==> config.mk <==
export PLATFORM = sky130hd
export DESIGN_NAME = cov_out_monitor
export DESIGN_NICKNAME = d
export VERILOG_FILES = /design/src/rtl/cov_mon_pkg.sv /design/src/rtl/cov_rise_cnt.sv /design/src/rtl/cov_out_monitor.sv
export SDC_FILE = /design/constraint.sdc
export NUM_CORES = 1
export LEC_CHECK = 0
export ABC_AREA = 1
export ABC_CLOCK_PERIOD_IN_PS = 1800
export CAP_MARGIN = 30
export CORE_ASPECT_RATIO = 1.75
export CORE_UTILIZATION = 40
export CTS_CLUSTER_SIZE = 25
export DETAILED_ROUTE_END_ITERATION = 8
export PLACE_DENSITY = 0.6
export SYNTH_ARGS = -nofsm -noshare
export SYNTH_HDL_FRONTEND = slang
export SYNTH_SLANG_ARGS = --single-unit
==> constraint.sdc <==
create_clock -name CLK -period 1.8 [get_ports CLK]
set_clock_uncertainty 0.15 [all_clocks]
set_input_delay 0.36 -clock CLK [delete_from_list [all_inputs] [get_ports CLK]]
set_output_delay 0.36 -clock CLK [all_outputs]
set_load 0.1 [all_outputs]
==> src/rtl/cov_mon_pkg.sv <==
// Shared types and constants for the cov_out_monitor slice.
package cov_mon_pkg;

    localparam int unsigned NUM_BINS = 8;
    localparam int unsigned SEL_W    = 2;

    // Readout handshake states
    typedef enum logic [1:0] {
        IDLE = 2'd0,
        ACK  = 2'd1,
        DONE = 2'd2
    } rd_state_t;

    // rd_sel encodings
    localparam logic [SEL_W-1:0] SEL_C1  = 2'd0;
    localparam logic [SEL_W-1:0] SEL_C2  = 2'd1;
    localparam logic [SEL_W-1:0] SEL_C3  = 2'd2;
    localparam logic [SEL_W-1:0] SEL_MAP = 2'd3;

endpackage

==> src/rtl/cov_rise_cnt.sv <==
// One channel of the monitor: history flop, rise detector and edge counter.
// Build option COV_MON_SAT_EN: counter saturates at all-ones instead of wrapping.
module cov_rise_cnt #(
    parameter int unsigned CNT_W = 8
) (
    input  logic             clk,
    input  logic             rst_n,
    input  logic             din,
    input  logic             clr,
    output logic [CNT_W-1:0] cnt_nxt_c
);

    logic             s_q;
    logic [CNT_W-1:0] cnt_q;
    logic             rise_c;

    assign rise_c = din & ~s_q;

    // Next counter value; also feeds the top-level snapshot so a readout sees this edge's update
    always_comb begin
        cnt_nxt_c = cnt_q;
        if (clr) begin
            cnt_nxt_c = '0;
        end else if (rise_c) begin
`ifdef COV_MON_SAT_EN
            if (cnt_q != {CNT_W{1'b1}}) begin
                cnt_nxt_c = cnt_q + CNT_W'(1);
            end
`else
            cnt_nxt_c = cnt_q + CNT_W'(1);
`endif
        end
    end

    // History flop is never cleared so a level held through clr does not recount
    always_ff @(posedge clk or negedge rst_n) begin
        if (!rst_n) begin
            s_q   <= 1'b0;
            cnt_q <= '0;
        end else begin
            s_q   <= din;
            cnt_q <= cnt_nxt_c;
        end
    end

endmodule

==> src/rtl/cov_out_monitor.sv <==
// Coverage monitor for cov_test outputs: per-output rise counters, combination
// bin map and a four-phase readout port. Build option COV_MON_SAT_EN selects
// saturating counters (default: wrapping).
module cov_out_monitor
    import cov_mon_pkg::*;
#(
    parameter int unsigned CNT_W = 8
) (
    input  logic                CLK,
    input  logic                RSTn,
    input  logic                in1,
    input  logic                in2,
    input  logic                in3,
    input  logic                clr,
    input  logic [SEL_W-1:0]    rd_sel,
    input  logic                rd_req,
    output logic                rd_ack,
    output logic [CNT_W-1:0]    rd_data,
    output logic [NUM_BINS-1:0] bin_map,
    output logic                all_hit
);

    localparam int unsigned NUM_CH = 3;

    logic [NUM_CH-1:0]   ch_in_c;
    logic [CNT_W-1:0]    cnt_nxt_c [NUM_CH];
    logic [2:0]          bin_idx_c;
    logic [NUM_BINS-1:0] bin_map_nxt_c;
    logic [CNT_W-1:0]    snap_c;

    rd_state_t           state_q;
    rd_state_t           state_nxt_c;
    logic                ack_nxt_c;
    logic [CNT_W-1:0]    data_nxt_c;

    // Channel 0 is in1, channel 2 is in3
    assign ch_in_c = {in3, in2, in1};

    for (genvar g = 0; g < NUM_CH; g++) begin : g_ch
        cov_rise_cnt #(
            .CNT_W (CNT_W)
        ) u_cnt (
            .clk       (CLK),
            .rst_n     (RSTn),
            .din       (ch_in_c[g]),
            .clr       (clr),
            .cnt_nxt_c (cnt_nxt_c[g])
        );
    end

    assign bin_idx_c = {in1, in2, in3};
    assign all_hit   = &bin_map;

    // Sticky combination bins; clr wins over this edge's hit
    always_comb begin
        bin_map_nxt_c = bin_map | (NUM_BINS'(1) << bin_idx_c);
        if (clr) begin
            bin_map_nxt_c = '0;
        end
    end

    // Bin map register
    always_ff @(posedge CLK or negedge RSTn) begin
        if (!RSTn) begin
            bin_map <= '0;
        end else begin
            bin_map <= bin_map_nxt_c;
        end
    end

    // Readout source, taken from post-edge values so the snapshot includes the accepting edge
    always_comb begin
        snap_c = '0;
        case (rd_sel)
            SEL_C1:  snap_c = cnt_nxt_c[0];
            SEL_C2:  snap_c = cnt_nxt_c[1];
            SEL_C3:  snap_c = cnt_nxt_c[2];
            SEL_MAP: snap_c = CNT_W'(bin_map_nxt_c);
            default: snap_c = '0;
        endcase
    end

    // Handshake next state, registered ack and snapshot
    always_comb begin
        state_nxt_c = state_q;
        ack_nxt_c   = 1'b0;
        data_nxt_c  = rd_data;
        case (state_q)
            IDLE: begin
                if (rd_req) begin
                    state_nxt_c = ACK;
                    ack_nxt_c   = 1'b1;
                    data_nxt_c  = snap_c;
                end
            end
            ACK: begin
                if (!rd_req) begin
                    state_nxt_c = DONE;
                end else begin
                    ack_nxt_c = 1'b1;
                end
            end
            DONE: begin
                state_nxt_c = IDLE;
            end
            default: begin
                state_nxt_c = IDLE;
            end
        endcase
    end

    // Handshake state register; async reset drops ack immediately
    always_ff @(posedge CLK or negedge RSTn) begin
        if (!RSTn) begin
            state_q <= IDLE;
            rd_ack  <= 1'b0;
            rd_data <= '0;
        end else begin
            state_q <= state_nxt_c;
            rd_ack  <= ack_nxt_c;
            rd_data <= data_nxt_c;
        end
    end

endmodule

Figure 1. I/O pins on the die edge.
The bar under the picture is 20 um long. Pins as bars across the die edge, other pins in grey.
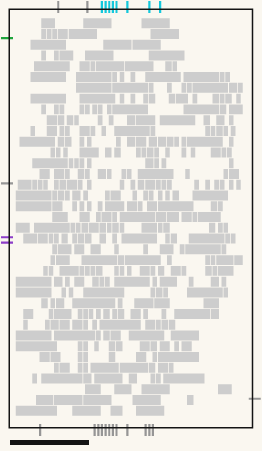
Key: rd_data = cyan [pins 8, direction output, edge north]; rd_sel = purple [pins 2, direction input, edge west]; CLK = green [pins 1, direction input, edge west]
Die Width: 61.06 um
PortBufs: 26
Die Ht: 105.3 um

Figure 2. Layout detail.
The bar under the picture is 5 um long. Region (21, 64) to (41, 84) um. Cells in grey, sequential cells in the stronger grey; small squares are vias.
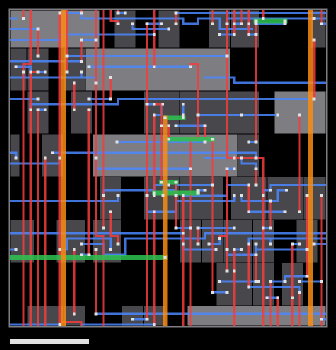
Key: metal 4 = orange; metal 1 = blue; metal 3 = green; metal 2 = red
Most frequent: nand2_1 (14), nand3_1 (5). 33 logic cells have their middle in the window. Netlist names of flops here include rd_data (2), g_ch.u_cnt.cnt_q (1). Sequential cells in the window: 3.

==> impl_metrics.json <==
{
  "edf_count": 0,
  "drt_iter0_drc": 50,
  "ant_nets": 0,
  "status": "completed",
  "htreeDepth": 2,
  "synth-area-yosys_sq_um": 2441,
  "cts_buffers": 5,
  "finalWirelength_um": 5848,
  "endpoint": "all_hit",
  "coreArea_sq_um": 5879,
  "synthArstFlopShare": 1.000,
  "hold_path_depth": 1,
  "grt_max_degree": 20,
  "rr_worst_depth": 8,
  "cp_num_buf_inv": 1,
  "fp_nets": 338,
  "r2r-end": "rd_data[1]",
  "slowest_stage": "dfrtp_4",
  "ys_cells": 326,
  "slowest_delay_ns": 0.45,
  "ys_warn_count": 0,
  "area_leaders": "dfrtp_1 (47%), nand2_1 (16%), inv_1 (8.6%)",
  "fin_area_sq_um": 3393,
  "post-synth-top-count-cell": "nand2_1",
  "wl_per_cell_um": 12.50,
  "place_hpwl_um": 4687,
  "warnings": 27,
  "postSynthCellCount": 326,
  "rrSetupSlack_ns": 0.14,
  "drive_above_1_share": 0.2333,
  "crit_chain": "nand4_1, nor2_4, buf_12",
  "ir_worst_vdd_mv": 0.5294,
  "gr-total-overflow": 0,
  "fmax_ghz": 0.5747,
  "firstDrtPassIters": 4,
  "hp-class": "input pin to register",
  "min_to": "g_ch[0].u_cnt.s_q",
  "antenna_found_initial": 0,
  "finalHoldViolCount": 0,
  "antenna_cells": 0,
  "crit_path_end_kind": "primary output",
  "cts_setup_buffers": 0,
  "synth_flops": 46,
  "largest_area_cell": "dfrtp_1",
  "timing.rr.start": "g_ch[2].u_cnt.cnt_q[0]",
  "rows": 37,
  "path_clk_slew_ns": 0.09,
  "ys_seq_frac": 0.4716,
  "period_minus_slack_ns": 1.740,
  "path_max_fanout": 3,
  "post-place-ws_ns": -0.3502,
  "nets": 401,
  "slew_headroom": 0.7170,
  "crit_start": "bin_map[3]",
  "cp_data_required_time_ns": 1.29,
  "die-area_sq_um": 6432,
  "num_io_pins": 27,
  "setup_slack_ns": 0.05986,
  "comb_area_sq_um": 1066,
  "grt_pass1_wl_um": 9984,
  "grt_pass1_vias": 2256
}
Figure 3. The clock network.
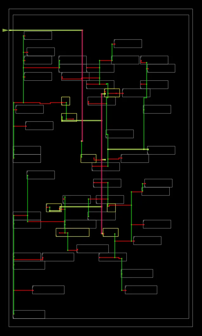
clkbuf count: 5
clk pwr: 0.000784 W

## repair_timing
| action | CTS | global route |
|---|---|---|
| endpoints found under the hold margin | 15 | 0 |
| hold buffers | 1 | 0 |
| gates cloned | 0 | 0 |
| gates resized | 1 | 8 |
| pin swaps | 0 | 3 |
| setup endpoints to repair | 1 | 7 |
## logic make-up (layout without fill, tap and decap cells)
family | after synthesis | after routing | synth area share
and+or+nand+nor | 187 | 187 | 0.3496
buffers and inverters | 64 | 128 | 0.1025
DFF | 46 | 46 | 0.4716
AOI/OAI and AO/OA | 25 | 25 | 0.05740
adders and majority gates | 3 | 3 | 0.01538
xor gates and xnor gates | 1 | 1 | 0.003589
## power by group
group,internal (W),switching [W]
Combinational,0.000258,0.000460
Sequential,0.00109,0.0000621
Clock,0.000413,0.000371
Total,0.00176,0.000892
## layout make-up
type	instances	share of cell area
Clock buffer	5	0.02028
Clock inverter	3	0.01327
Inverter	60	0.06637
Multi-Input combinational cell	216	0.3142
Sequential cell	46	0.3481
Tap cell	78	0.02876
Timing Repair Buffer	60	0.2091
## stage by stage
step / TNS, ns / util / std cells / total power [W]
after floorplan: -0.03566 / - / 326 / 0.001564
after CTS: 0 / 0.5731 / 468 / 0.002679
after global routing: 0 / 0.5771 / 468 / 0.002761
final: 0 / 0.5771 / 468 / 0.002656
after detailed placement: -3.461 / 0.5522 / 459 / 0.001896
after global placement: -3.023 / 0.5522 / 459 / 0.001892
## worst register-to-register path, stage by stage (launching register included)
cell and delay (ns):
dfrtp_1 0.42, ha_1 0.29, or2_2 0.29, nand2_1 0.06, nor2_1 0.05, nand2_1 0.06
nand3_1 0.06, o21ai_1 0.12, nand2_1 0.05
## routing by layer
metal | wire length, um | vias up | global-route usage
li1 | - | 1137 | -
met1 | 2375 | 1001 | 0.2386
met2 | 3136 | 37 | 0.3665
met3 | 129 | 15 | 0.03190
met4 | 207 | 0 | 0.09740
met5 | 0 | - | 0
## flip-flops by register name, indices dropped and copies added, names as in the netlist
register and flops:
state_q 2, g_ch.u_cnt.cnt_q 24, rd_data 8, bin_map 8
g_ch.u_cnt.s_q 3, rd_ack 1
## cell usage in the layout, fill, tap and decap left out
cell type        netlist  final
dlygate4sd3_1          0      1
nor3_1                 2      2
buf_12                 0     19
a22oi_1                1      1
and3_1                 2      2
ha_1                   3      3
nor3_4                 1      1
clkbuf_8               0      5
dlymetal6s2s_1         0      2
nand3_1               30     29
or3_1                  1      1
o21bai_1               3      3
inv_2                  4      4
nand3_2                3      4
buf_2                  2      1
o21ai_1                2      4
inv_1                 56     56
nand2_2                2      2
bufinv_16              0      1
o21ai_0                9      7
nor2_2                 4      2
clkinvlp_4             0      2
nand2_1              102    102
dlygate4sd2_1          0      1
xor2_1                 1      1
nand4_1                8      8
nand3b_1               1      1
a21oi_2                0      1
or2_2                  2      2
buf_4                  0     32
nor2_4                 3      6
clkdlybuf4s50_1        0      4
nor2_1                25     24
nor3_2                 1      1
dfrtp_4                0      8
dfrtp_1               46     38
o21a_1                 2      2
a21oi_1                8      7
No activity file was given, so power comes from the tool's default toggle rates.
